Fig. 1: nets reached from selected ports
The bar under the picture is 20 µm long.
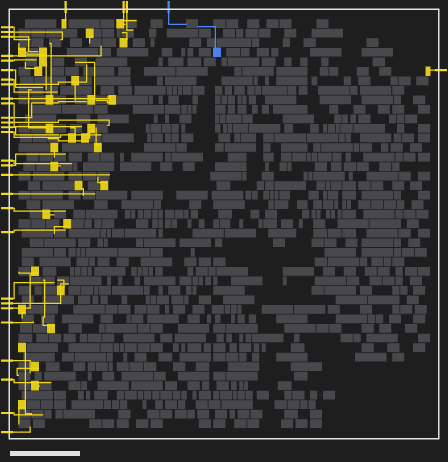
Fig. 2: sequential cells colored by netlist name
The bar under the picture is 20 µm long. Other sequential cells in the stronger gray, the rest of the logic in the fainter gray.
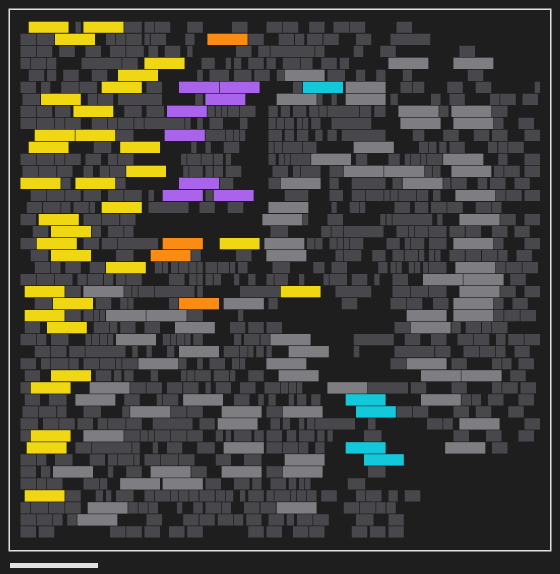
Fig. 3: logic cells by family
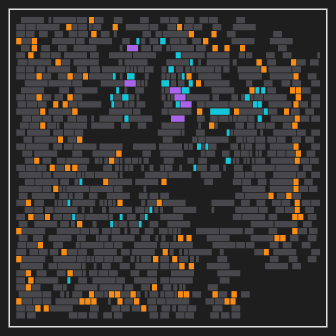
--- src/rtl/lsu_bus_ctrl.sv ---
// lsu_bus_ctrl: sequences one RV32 load/store at a time onto a simple req/gnt + rvalid bus.
// Latency: accept N, bus_req_o N+1, rsp_valid_o N+3 with immediate gnt and rvalid; illegal access responds at N+1.
// Backpressure: req_ready_o only in IDLE; bus_req_o and its fields are held until bus_gnt_i; optional WAIT_MAX timeout.
//
// Ports:
//   clk, rst                - single clock, asynchronous active-high reset
//   req_*                   - request from execute (valid/ready, we, funct3, addr, wdata, rd)
//   bus_req_o/bus_gnt_i     - address phase; bus_addr_o/bus_we_o/bus_be_o/bus_wdata_o valid with bus_req_o
//   bus_rvalid_i/bus_rdata_i- response phase (store ack or load data)
//   rsp_*                   - one-cycle writeback response (rd, rdata, err)
//   busy_o                  - high whenever not IDLE
// Build option: define LSU_MISALIGN_TRAP_EN to report misaligned H/W accesses as errors
// instead of silently clearing the offending address bits.
module lsu_bus_ctrl #(
    parameter int unsigned WAIT_MAX = 255
) (
    input  logic        clk,
    input  logic        rst,
    input  logic        req_valid_i,
    output logic        req_ready_o,
    input  logic        req_we_i,
    input  logic [2:0]  req_funct3_i,
    input  logic [31:0] req_addr_i,
    input  logic [31:0] req_wdata_i,
    input  logic [4:0]  req_rd_i,
    output logic        bus_req_o,
    input  logic        bus_gnt_i,
    output logic [31:0] bus_addr_o,
    output logic        bus_we_o,
    output logic [3:0]  bus_be_o,
    output logic [31:0] bus_wdata_o,
    input  logic        bus_rvalid_i,
    input  logic [31:0] bus_rdata_i,
    output logic        rsp_valid_o,
    output logic [4:0]  rsp_rd_o,
    output logic [31:0] rsp_rdata_o,
    output logic        rsp_err_o,
    output logic        busy_o
);

    // Counter must hold WAIT_MAX itself (reached when gnt arrives on the last REQ cycle).
    localparam int unsigned CW      = (WAIT_MAX < 2) ? 1 : $clog2(WAIT_MAX + 1);
    localparam bit          TO_EN   = (WAIT_MAX != 0);
    localparam int unsigned LIM_INT = TO_EN ? (WAIT_MAX - 1) : 0;
    localparam logic [CW-1:0] CNT_LIM = CW'(LIM_INT);

    typedef enum logic [1:0] {
        S_IDLE,
        S_REQ,
        S_WAIT,
        S_RESP
    } state_t;

    state_t state, state_nxt;

    logic          we_q;
    logic [2:0]    funct3_q;
    logic [31:0]   addr_q;
    logic [3:0]    be_q;
    logic [31:0]   wdata_q;
    logic [4:0]    rd_q;
    logic [31:0]   rdata_q;
    logic          err_q;
    logic [CW-1:0] cnt_q;

    logic          accept;
    logic          illegal_in;
    logic          misalign_in;
    logic          bad_in;
    logic [31:0]   addr_in;
    logic [3:0]    be_in;
    logic [31:0]   wdata_in;
    logic          timeout;

    assign accept  = req_valid_i && (state == S_IDLE);
    // Fires on the WAIT_MAX-th REQ/WAIT cycle; >= covers a gnt that lands on the limit cycle.
    assign timeout = TO_EN && (cnt_q >= CNT_LIM);

    // Request decode: legality, address cleanup, byte enables and lane-replicated store data.
    always_comb begin
        illegal_in  = (req_funct3_i == 3'b011) || (req_funct3_i == 3'b110) ||
                      (req_funct3_i == 3'b111) || (req_we_i && req_funct3_i[2]);
        misalign_in = ((req_funct3_i[1:0] == 2'b01) && req_addr_i[0]) ||
                      ((req_funct3_i[1:0] == 2'b10) && (req_addr_i[1:0] != 2'b00));
        addr_in     = req_addr_i;
`ifdef LSU_MISALIGN_TRAP_EN
        bad_in      = illegal_in || misalign_in;
`else
        bad_in      = illegal_in;
        // Misaligned accesses proceed at the naturally aligned address below them.
        if (req_funct3_i[1:0] == 2'b01) begin
            addr_in[0] = 1'b0;
        end else if (req_funct3_i[1:0] == 2'b10) begin
            addr_in[1:0] = 2'b00;
        end
`endif
        case (req_funct3_i[1:0])
            2'b00: begin
                be_in    = 4'b0001 << addr_in[1:0];
                wdata_in = {4{req_wdata_i[7:0]}};
            end
            2'b01: begin
                be_in    = 4'b0011 << {addr_in[1], 1'b0};
                wdata_in = {2{req_wdata_i[15:0]}};
            end
            default: begin
                be_in    = 4'b1111;
                wdata_in = req_wdata_i;
            end
        endcase
    end

    // Lane select plus sign/zero extension of load data.
    function automatic logic [31:0] load_extract(
        input logic [2:0]  f3,
        input logic [1:0]  off,
        input logic [31:0] d
    );
        logic [7:0]  b;
        logic [15:0] h;
        logic [31:0] r;
        case (off)
            2'b00:   b = d[7:0];
            2'b01:   b = d[15:8];
            2'b10:   b = d[23:16];
            default: b = d[31:24];
        endcase
        h = off[1] ? d[31:16] : d[15:0];
        case (f3)
            3'b000:  r = {{24{b[7]}}, b};
            3'b001:  r = {{16{h[15]}}, h};
            3'b100:  r = {24'h0, b};
            3'b101:  r = {16'h0, h};
            default: r = d;
        endcase
        return r;
    endfunction

    always_ff @(posedge clk or posedge rst) begin
        if (rst) begin
            state <= S_IDLE;
        end else begin
            state <= state_nxt;
        end
    end

    always_comb begin
        state_nxt   = state;
        req_ready_o = 1'b0;
        bus_req_o   = 1'b0;
        bus_addr_o  = 32'h0;
        bus_we_o    = 1'b0;
        bus_be_o    = 4'h0;
        bus_wdata_o = 32'h0;
        rsp_valid_o = 1'b0;
        rsp_rd_o    = 5'h0;
        rsp_rdata_o = 32'h0;
        rsp_err_o   = 1'b0;
        busy_o      = 1'b1;
        case (state)
            S_IDLE: begin
                req_ready_o = 1'b1;
                busy_o      = 1'b0;
                if (accept) begin
                    state_nxt = bad_in ? S_RESP : S_REQ;
                end
            end
            S_REQ: begin
                bus_req_o   = 1'b1;
                bus_addr_o  = {addr_q[31:2], 2'b00};
                bus_we_o    = we_q;
                bus_be_o    = be_q;
                bus_wdata_o = wdata_q;
                if (bus_gnt_i) begin
                    state_nxt = S_WAIT;
                end else if (timeout) begin
                    state_nxt = S_RESP;
                end
            end
            S_WAIT: begin
                if (bus_rvalid_i || timeout) begin
                    state_nxt = S_RESP;
                end
            end
            S_RESP: begin
                rsp_valid_o = 1'b1;
                rsp_rd_o    = rd_q;
                rsp_rdata_o = rdata_q;
                rsp_err_o   = err_q;
                state_nxt   = S_IDLE;
            end
            default: begin
                state_nxt = S_IDLE;
            end
        endcase
    end

    always_ff @(posedge clk or posedge rst) begin
        if (rst) begin
            we_q     <= 1'b0;
            funct3_q <= 3'b000;
            addr_q   <= 32'h0;
            be_q     <= 4'h0;
            wdata_q  <= 32'h0;
            rd_q     <= 5'h0;
            rdata_q  <= 32'h0;
            err_q    <= 1'b0;
            cnt_q    <= '0;
        end else begin
            case (state)
                S_IDLE: begin
                    if (accept) begin
                        we_q     <= req_we_i;
                        funct3_q <= req_funct3_i;
                        addr_q   <= addr_in;
                        be_q     <= be_in;
                        wdata_q  <= wdata_in;
                        rd_q     <= req_rd_i;
                        rdata_q  <= 32'h0;
                        err_q    <= bad_in;
                        cnt_q    <= '0;
                    end
                end
                S_REQ: begin
                    cnt_q <= cnt_q + 1'b1;
                    if (!bus_gnt_i && timeout) begin
                        err_q <= 1'b1;
                    end
                end
                S_WAIT: begin
                    cnt_q <= cnt_q + 1'b1;
                    if (bus_rvalid_i) begin
                        rdata_q <= we_q ? 32'h0 : load_extract(funct3_q, addr_q[1:0], bus_rdata_i);
                    end else if (timeout) begin
                        err_q <= 1'b1;
                    end
                end
                default: begin
                end
            endcase
        end
    end

endmodule

--- config.mk ---
export PLATFORM = sky130hd
export DESIGN_NAME = lsu_bus_ctrl
export DESIGN_NICKNAME = d
export VERILOG_FILES = /design/src/rtl/lsu_bus_ctrl.sv
export SDC_FILE = /design/constraint.sdc
export NUM_CORES = 1
export LEC_CHECK = 0
export CAP_MARGIN = 25
export CORE_MARGIN = 2
export CORE_UTILIZATION = 45
export CTS_BUF_LIST = sky130_fd_sc_hd__clkbuf_16
export DETAILED_ROUTE_END_ITERATION = 12
export GPL_ROUTABILITY_DRIVEN = 0
export MAX_ROUTING_LAYER = met4
export PLACE_DENSITY = 0.81
export SYNTH_ARGS = -nofsm -noshare
export SYNTH_HDL_FRONTEND = slang
export SYNTH_SLANG_ARGS = --single-unit
--- constraint.sdc ---
create_clock -name clk -period 6.55 [get_ports clk]
set_clock_uncertainty 0.05 [all_clocks]
set_input_delay 1.965 -clock clk [delete_from_list [all_inputs] [get_ports clk]]
set_output_delay 1.965 -clock clk [all_outputs]
set_load 0.02 [all_outputs]
==> flow_summary.toml <==
# implementation run metrics
[critical_path]
rr_endpoint = "rdata_q[20]"
cp.required_ns = 4.53
arrival_ns = 2.50
cp-start-kind = "register"
critPathCaptureType = "output pin"
critPathMaxFanout = 39
slowest_delay_ns = 0.80
ff2ff_path_depth = 6
crit_slowest_cell = "ha_1"
crit_type = "reg2out"
r2r-start = "state[0]"
rrSetupSlack_ns = 3.72
path_cells = "ha_1 -> and2_1 -> clkdlybuf4s50_1"

[worst_hold_path]
holdPathEnd = "wdata_q[28]"
holdPathStages = 2
hold_path_startpoint = "wdata_q[28]"
hp-class = "reg2reg"

[pwr]
power_leakage_nw = 3.95
ir_worst_vdd_mv = 0.224
p_per_area_mw_per_mm2 = 425

[clocking]
clk_latency_ns = 0.41
htree_levels = 4
cts_setup_buffers = 0
cts_tree = "done"
cts.sinks = 120
ctsResizeCount = 0
clock_path_buffers = 2
clk_pin_slew_ns = 0.05
cts_buffers = 17
clockRootBuffer = "clkbuf_16"
cts_hold_buf = 0

[grt]
overflow = 0
globalRouteTotalUtil_pct = 25.0
antenna_found_initial = 1
grt_pass1_wl_mm = 27.9
grt_max_degree = 88
first_global_vias = 5463

[final_timing]
rsz0062_at_grt = "no"
worstMarginPinSlew_ns = 0.963
maxSlewHeadroom_pct = 35.6
tns_ns = 0
setup_viol = 0
slew_viol_final = 0
period_used_pct = 68.9
post-route-min-period_ns = 4.52
hold_viol_final = 0
timing.hold.ws_ns = 0.418
max_freq_mhz = 221

[synthesis]
yosysTopAreaCellShare_pct = 47.7
ys.flops = 120
yosys_warnings = 0
yosysUniqueCellTypes = 44
syn_inst = 603
common_cells = "dfrtp_1 (120), and2_1 (107), mux2_2 (55)"
yosysMostFrequentCell = "dfrtp_1"
synth_seq_share_pct = 47.7
top_area_cell = "dfrtp_1"
async_flop_share_pct = 100
syn_avg_cell_area_um2 = 10.4
syn_area_mm2 = 0.00629
synth-edff-count = 0
synth-main-ff-cell = "dfrtp_1"
ys_chip_area_mm2 = 0.00629
yosysCellCount = 603

[layout]
finish.utilization_pct = 66.1
layout-drive-gt1-share_pct = 11.1
fin_nets = 916
areaGrowthSynthToFinish_pct = 44.7

[run]
max_cap_violations = 0
log.warning_count = 30

[routing]
drtIter0Drc = 350
drtPass1Iterations = 5
ant_nets = 0
drt-total-wl_mm = 17.8
wl_per_cell_um = 18.0
drc = 0
vias_per_cell = 5.34
vias = 5290

[place]
place_hpwl_mm = 12.7
port_buffers = 218

[die]
die_w_um = 122
initCoreUtil_pct = 45.7
core_mm2 = 0.0138
io_pins = 221
die_area_mm2 = 0.0149
rows = 43
die_h_um = 122

[outcome]
status = "finished, final reports clean"
## Picture notes: Fig. 1
color	port	bits	direction	edge	end cells	wire
yellow	`bus_addr_o`	32	output	28 west, 3 north, 1 east	32	729 µm
blue	`bus_gnt_i`	1	input	north	1	21.6 µm

## Picture notes: Fig. 2
color	netlist name	flops
cyan	`rd_q`	5
orange	`be_q`	4
purple	`cnt_q`	8
yellow	`addr_q`	32
not colored	71

## Picture notes: Fig. 3
color	family	cells	most used
cyan	nor cells	39	nor2_1
purple	fa/ha/maj cells	6	ha_1
orange	and/or cells	110	and2_1
Top cell excl fill/tap: clkdlybuf4s50_1
logic share of the area: 33.3%
Non-Filler Instances: 991

where the power goes:
part	leakage, nW	switching (W)	total [W]	internal [W]
clock	0.247	0.000303	0.000763	0.000459
combinational	2.19	0.000896	0.00179	0.000899
sequential	1.51	0.000237	0.00131	0.00107
total	3.95	0.00144	0.00387	0.00243
layout make-up:
cell class                      instances  area, µm²
Multi-Input combinational cell        421       3030
Tap cell                              180        225
Antenna cell                            1       2.50
Fill cell                            1057       4670
Inverter                               16       62.6
Clock buffer                           17        425
Clock inverter                         12       48.8
Timing Repair Buffer                  224       2300
Sequential cell                       120       3000
stage by stage:
stage | total power [W] | cells | area (µm²) | setup slack [ns]
floorplan | 0.00238 | 604 | 6290 | 1.35
global placement | 0.00298 | 957 | 8520 | 2.20
detailed placement | 0.00306 | 958 | 8550 | 2.14
CTS | 0.00385 | 987 | 9020 | 1.67
global route | 0.00411 | 991 | 9100 | 1.80
finish | 0.00387 | 991 | 9100 | 2.03
how the worst max path moves through the flow:
stage                  start              to  slack [ns]  cells after the start
global route        state[0]  rsp_rdata_o[7]        1.80                      3
floorplan                rst       addr_q[0]        1.35                      1
detailed placement  state[1]     bus_be_o[2]        2.14                      4
global placement    state[1]     bus_be_o[2]        2.20                      4
finish              state[0]  rsp_rdata_o[7]        2.03                      3
CTS                 state[1]     bus_be_o[2]        1.67                      4
registers in the layout (all words and copies together) (netlist names):
signal	cells
wdata_q	32
we_q	1
be_q	4
state	2
err_q	1
funct3_q	3
addr_q	32
cnt_q	8
rd_q	5
rdata_q	32
critical path, delay by kind of cell (launching register included):
family / cells / cell delay [ns]
flip-flops: 1 / 0.40
adder cells (fa/ha/maj): 1 / 0.80
buffers and inverters: 1 / 0.61
AND/OR/NAND/NOR: 1 / 0.27
logic make-up (layout without fill, tap and decap cells):
logic type | after synthesis | after routing | share of synthesized area [%]
multiplexers | 90 | 90 | 15.6
XOR/XNOR | 3 | 3 | 0.418
adder cells (fa/ha/maj) | 6 | 6 | 1.19
flip-flops | 120 | 120 | 47.7
AND-OR/OR-AND | 112 | 112 | 12.6
other | 1 | 3 | 0.0596
AND/OR/NAND/NOR | 208 | 208 | 18.1
buffers and inverters | 63 | 269 | 4.24
routing by layer:
metal | global-route usage [%] | share of wire [%] | vias to the layer above
met5 | - | 0 | -
met4 | 10.9 | 2.4 | 0
met3 | 10.3 | 10 | 31
met2 | 38.4 | 47 | 231
met1 | 28.8 | 40 | 2534
li1 | - | - | 2494
cells in the final DEF (no fill, tap or decap), types with 17 or more instances in the layout:
cell / netlist / routed
and2_1: 107 / 107
nor2_1: 19 / 19
a21oi_1: 17 / 17
inv_1: 16 / 18
nand2_1: 49 / 48
clkdlybuf4s50_1: 0 / 218
mux2_2: 55 / 55
a221o_1: 22 / 22
o21ai_0: 37 / 37
dfrtp_1: 120 / 120
clkbuf_16: 0 / 17
mux2i_1: 34 / 34
Power is estimated from default activity; no workload was simulated.
